===== src/rtl/mission_sequencer_pkg.sv =====
// Shared encodings for the line-following cart: colour codes and the
// mission state codes, which double as the seven-segment display value.
package mission_sequencer_pkg;

    typedef enum logic [1:0] {
        COL_NONE  = 2'b00,
        COL_RED   = 2'b01,
        COL_GREEN = 2'b10,
        COL_BLUE  = 2'b11
    } color_t;

    typedef enum logic [3:0] {
        ST_IDLE  = 4'h0,
        ST_TRACK = 4'h1,
        ST_CHECK = 4'h2,
        ST_UTURN = 4'h3,
        ST_BUZZ  = 4'h4,
        ST_DONE  = 4'h5,
        ST_FAIL  = 4'hF
    } state_t;

    localparam int unsigned WD_WIDTH  = 26;
    localparam int unsigned CNT_WIDTH = 4;

    function automatic logic [CNT_WIDTH-1:0] sat_inc(input logic [CNT_WIDTH-1:0] value);
        return (value == '1) ? value : value + {{(CNT_WIDTH-1){1'b0}}, 1'b1};
    endfunction

endpackage


===== src/rtl/hall_debounce.sv =====
// Hall-sensor conditioner: two-flop synchroniser, stability counter and a
// one-cycle pulse on each accepted 0->1 transition of the filtered level.
module hall_debounce #(
    parameter int unsigned DEB_CYCLES = 1000
) (
    input  logic clk,
    input  logic rst,
    input  logic hall,
    output logic rise
);

    localparam logic [15:0] CNT_LAST = 16'(DEB_CYCLES - 1);

    logic [1:0]  sync;
    logic [15:0] cnt;
    logic        level;
    logic        level_d;

    // Filtered level moves only after DEB_CYCLES consecutive disagreeing samples.
    always_ff @(posedge clk or negedge rst) begin
        if (!rst) begin
            sync    <= '0;
            cnt     <= '0;
            level   <= 1'b0;
            level_d <= 1'b0;
        end else begin
            sync    <= {sync[0], hall};
            level_d <= level;
            if (sync[1] != level) begin
                if (cnt == CNT_LAST) begin
                    level <= sync[1];
                    cnt   <= '0;
                end else begin
                    cnt <= cnt + 16'd1;
                end
            end else begin
                cnt <= '0;
            end
        end
    end

    assign rise = level & ~level_d;

endmodule


===== src/rtl/mission_sequencer.sv =====
// Top-level mission FSM: tracks the line, checks stations on hall markers,
// performs bounded U-turns, buzzes on a colour match; watchdog guards UTURN/BUZZ.
module mission_sequencer
    import mission_sequencer_pkg::*;
#(
    parameter int unsigned DEB_CYCLES     = 1000,
    parameter int unsigned MAX_LAPS       = 3,
    parameter int unsigned TIMEOUT_CYCLES = 50000000
) (
    input  logic       clk,
    input  logic       rst,
    input  logic       hall,
    input  logic [1:0] object_color,
    input  logic [1:0] station_color,
    input  logic       end_of_track,
    input  logic       uturn_finished,
    input  logic       buzz_finished,
    output logic       en_tracking,
    output logic       en_uturn,
    output logic       en_buzz,
    output logic [3:0] ssd_code,
    output logic [3:0] station_cnt
);

    localparam logic [WD_WIDTH-1:0]  WD_LAST   = WD_WIDTH'(TIMEOUT_CYCLES - 1);
    localparam logic [CNT_WIDTH-1:0] LAPS_LAST = CNT_WIDTH'(MAX_LAPS);

    state_t               state, state_nx;
    color_t               color_q, color_nx;
    logic [CNT_WIDTH-1:0] laps, laps_nx;
    logic [CNT_WIDTH-1:0] station_nx;
    logic [WD_WIDTH-1:0]  wd, wd_nx;
    logic                 wd_hit;
    logic                 hall_rise;

    hall_debounce #(
        .DEB_CYCLES(DEB_CYCLES)
    ) u_hall_debounce (
        .clk (clk),
        .rst (rst),
        .hall(hall),
        .rise(hall_rise)
    );

    always_comb begin
        state_nx   = state;
        color_nx   = color_q;
        laps_nx    = laps;
        station_nx = station_cnt;
        wd_hit     = (wd == WD_LAST);

        case (state)
            ST_IDLE: begin
                if (object_color != COL_NONE) begin
                    color_nx = color_t'(object_color);
                    state_nx = ST_TRACK;
                end
            end
            ST_TRACK: begin
                if (hall_rise) begin
                    state_nx = ST_CHECK;
                end else if (end_of_track) begin
                    if (laps == LAPS_LAST) begin
                        state_nx = ST_FAIL;
                    end else begin
                        state_nx = ST_UTURN;
                        laps_nx  = laps + {{(CNT_WIDTH-1){1'b0}}, 1'b1};
                    end
                end
            end
            ST_CHECK: begin
                if (station_color == color_q) begin
                    state_nx = ST_BUZZ;
                end else begin
                    station_nx = sat_inc(station_cnt);
                    state_nx   = ST_TRACK;
                end
            end
            // A finished pulse in the timeout cycle still wins.
            ST_UTURN: begin
                if (uturn_finished)  state_nx = ST_TRACK;
                else if (wd_hit)     state_nx = ST_FAIL;
            end
            ST_BUZZ: begin
                if (buzz_finished)   state_nx = ST_DONE;
                else if (wd_hit)     state_nx = ST_FAIL;
            end
            ST_DONE, ST_FAIL: begin
                state_nx = state;
            end
            default: begin
                state_nx = ST_IDLE;
            end
        endcase

        if ((state_nx != state) || !((state == ST_UTURN) || (state == ST_BUZZ))) begin
            wd_nx = '0;
        end else begin
            wd_nx = wd + {{(WD_WIDTH-1){1'b0}}, 1'b1};
        end
    end

    // Outputs are decoded from the next state so they change with it.
    always_ff @(posedge clk or negedge rst) begin
        if (!rst) begin
            state       <= ST_IDLE;
            color_q     <= COL_NONE;
            laps        <= '0;
            station_cnt <= '0;
            wd          <= '0;
            en_tracking <= 1'b0;
            en_uturn    <= 1'b0;
            en_buzz     <= 1'b0;
            ssd_code    <= '0;
        end else begin
            state       <= state_nx;
            color_q     <= color_nx;
            laps        <= laps_nx;
            station_cnt <= station_nx;
            wd          <= wd_nx;
            en_tracking <= (state_nx == ST_TRACK);
            en_uturn    <= (state_nx == ST_UTURN);
            en_buzz     <= (state_nx == ST_BUZZ);
            ssd_code    <= state_nx;
        end
    end

endmodule


===== config.mk =====
export PLATFORM = sky130hd
export DESIGN_NAME = mission_sequencer
export DESIGN_NICKNAME = d
export VERILOG_FILES = /design/src/rtl/mission_sequencer_pkg.sv /design/src/rtl/hall_debounce.sv /design/src/rtl/mission_sequencer.sv
export SDC_FILE = /design/constraint.sdc
export NUM_CORES = 1
export LEC_CHECK = 0
export ABC_CLOCK_PERIOD_IN_PS = 2800
export CORE_MARGIN = 8
export CORE_UTILIZATION = 40
export CTS_CLUSTER_DIAMETER = 200
export DETAILED_ROUTE_END_ITERATION = 6
export PLACE_DENSITY_LB_ADDON = 0.12
export SLEW_MARGIN = 20
export SYNTH_ARGS = -nofsm -noshare
export SYNTH_HDL_FRONTEND = slang
export SYNTH_HIERARCHICAL = 1
export SYNTH_SLANG_ARGS = --single-unit

===== constraint.sdc =====
create_clock -name clk -period 2.8 [get_ports clk]
set_input_delay 0.56 -clock clk [delete_from_list [all_inputs] [get_ports clk]]
set_output_delay 0.56 -clock clk [all_outputs]
set_load 0.05 [all_outputs]

==> impl_metrics.tcl <==
# metrics dict for downstream scripts
set metrics [dict create \
    status "finished, final reports clean" \
    endpoint_kind "primary output" \
    routedWlPerCell_um 13.4 \
    cts_made_buffers 9 \
    nClkBuffers 10 \
    dr.pass1.iters 4 \
    drt_iter0_markers 66 \
    largestClassByArea "flip-flops and latches" \
    drive_gt1_frac 0.114 \
    syn_nets 324 \
    globalplace.congestion 0.750 \
    synthDistinctLibCells 50 \
    grt_max_degree 24 \
    sh_seq_area 0.435 \
    edf_count 0 \
    initCoreUtil 0.409 \
    final_util 0.474 \
    synthArstFlopShare 1.00 \
    num-nonclk-buffers 24 \
    syn_avg_cell_area_um2 10.1 \
    mostFrequentLayoutCell "dfrtp_1" \
    cts_setup_buffers 0 \
    routed_wl_um 5940 \
    worstSetupStartpoint "state[1]" \
    synth.top_cell.area_share 0.504 \
    finalPower_mw 2.75 \
    die_height_um 104 \
    grt_usage 0.117 \
    ys_area_mm2 0.00313 \
    p_leak_nw 1.47 \
    antenna_left 0 \
    num_vias 2228 \
    worstSetupStartpointType "flop" \
    finalSetupTns_ns 0 \
    worst_pin_slew_ns 0.708 \
    n_sequential_cell 63 \
    reg2reg_depth 6 \
    core_area_mm2 0.00765 \
    cts_tree "built" \
    drv_cap 0 \
    cts_hold_buffers 0 \
]
==> registers in the layout (all words and copies together), names as in the netlist <==
register,count
u_hall_debounce/sync,2
u_hall_debounce/level,1
u_hall_debounce/level_d,1
en_uturn,1
station_cnt,4
state,4
en_buzz,1
u_hall_debounce/cnt,16
laps,4
color_q,2
wd,26
en_tracking,1
==> power by group <==
group	internal [mW]	leakage, nW	switching (mW)
registers	1.02	0.850	0.133
clock network	0.438	0.0947	0.366
logic	0.301	0.521	0.491
total	1.76	1.47	0.990
==> per-layer routing <==
layer	track usage	share of wire	vias up
met5	0	0	-
met4	0.0465	0.013	0
met3	0.0397	0.059	8
met2	0.171	0.43	38
met1	0.155	0.50	1051
li1	-	-	1131
==> cell families after synthesis <==
group           count (synthesis)  share of synthesized area
simple gates                  158                      0.272
flops                          63                      0.504
mux                             3                     0.0120
xor+xnor                       43                      0.120
fa+ha+maj                       4                     0.0160
compound gates                 23                     0.0480
buf+inv                        16                     0.0276
==> stage by stage <==
stage | instance area (um2) | instances | setup WS, ns
final | 3630 | 443 | 0.406
after CTS | 3630 | 443 | 0.380
after floorplan | 3130 | 310 | 0.579
after detailed placement | 3420 | 427 | 0.315
after global routing | 3630 | 443 | 0.292
after global placement | 3420 | 427 | 0.363
==> cells in the mapped netlist (all sizes together) (2+ instances only) <==
master  instances
dfrtp          63
nor2           47
nand2          27
xor2           25
xnor2          18
nand3          16
nand4          16
nor3            9
o21ai           8
and3            7
inv             7
nor4            7
and2            6
clkbuf          6
a21oi           5
or3             5
ha              4
or4             4
buf             3
mux2            3
nand2b          3
nor2b           3
a211oi          2
a21o            2
and4            2
or4b            2
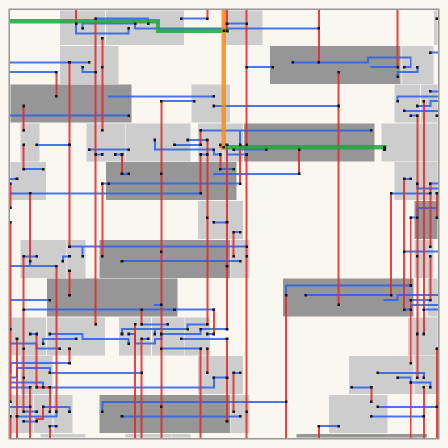
(images/zoom.png)
Region (37, 16) to (67, 46) um. Cells in gray, sequential cells in the stronger gray; small squares are vias.
color	layer
red	met2
blue	met1
orange	met4
green	met3
sequential cells in the window	8
netlist names of flops here include	u_hall_debounce/cnt (6)
most frequent	dfrtp_1 (8), nor2_1 (6), nand4_1 (4)
cells with their middle in the window	44

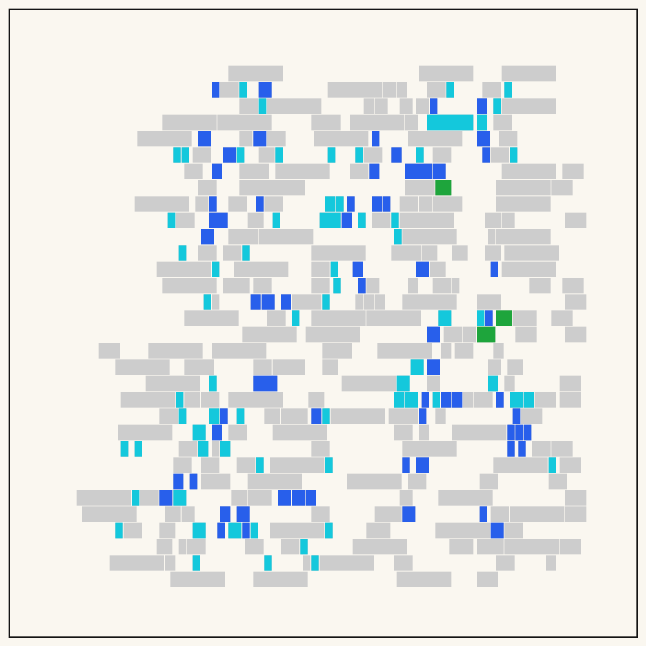
(images/gate_families.png)
Scale: 6 px per um.
color	family	cells
blue	NAND gates	63
green	AND-OR and OR-AND gates	3
cyan	NOR gates	66

Power and IR drop assume default switching activity.
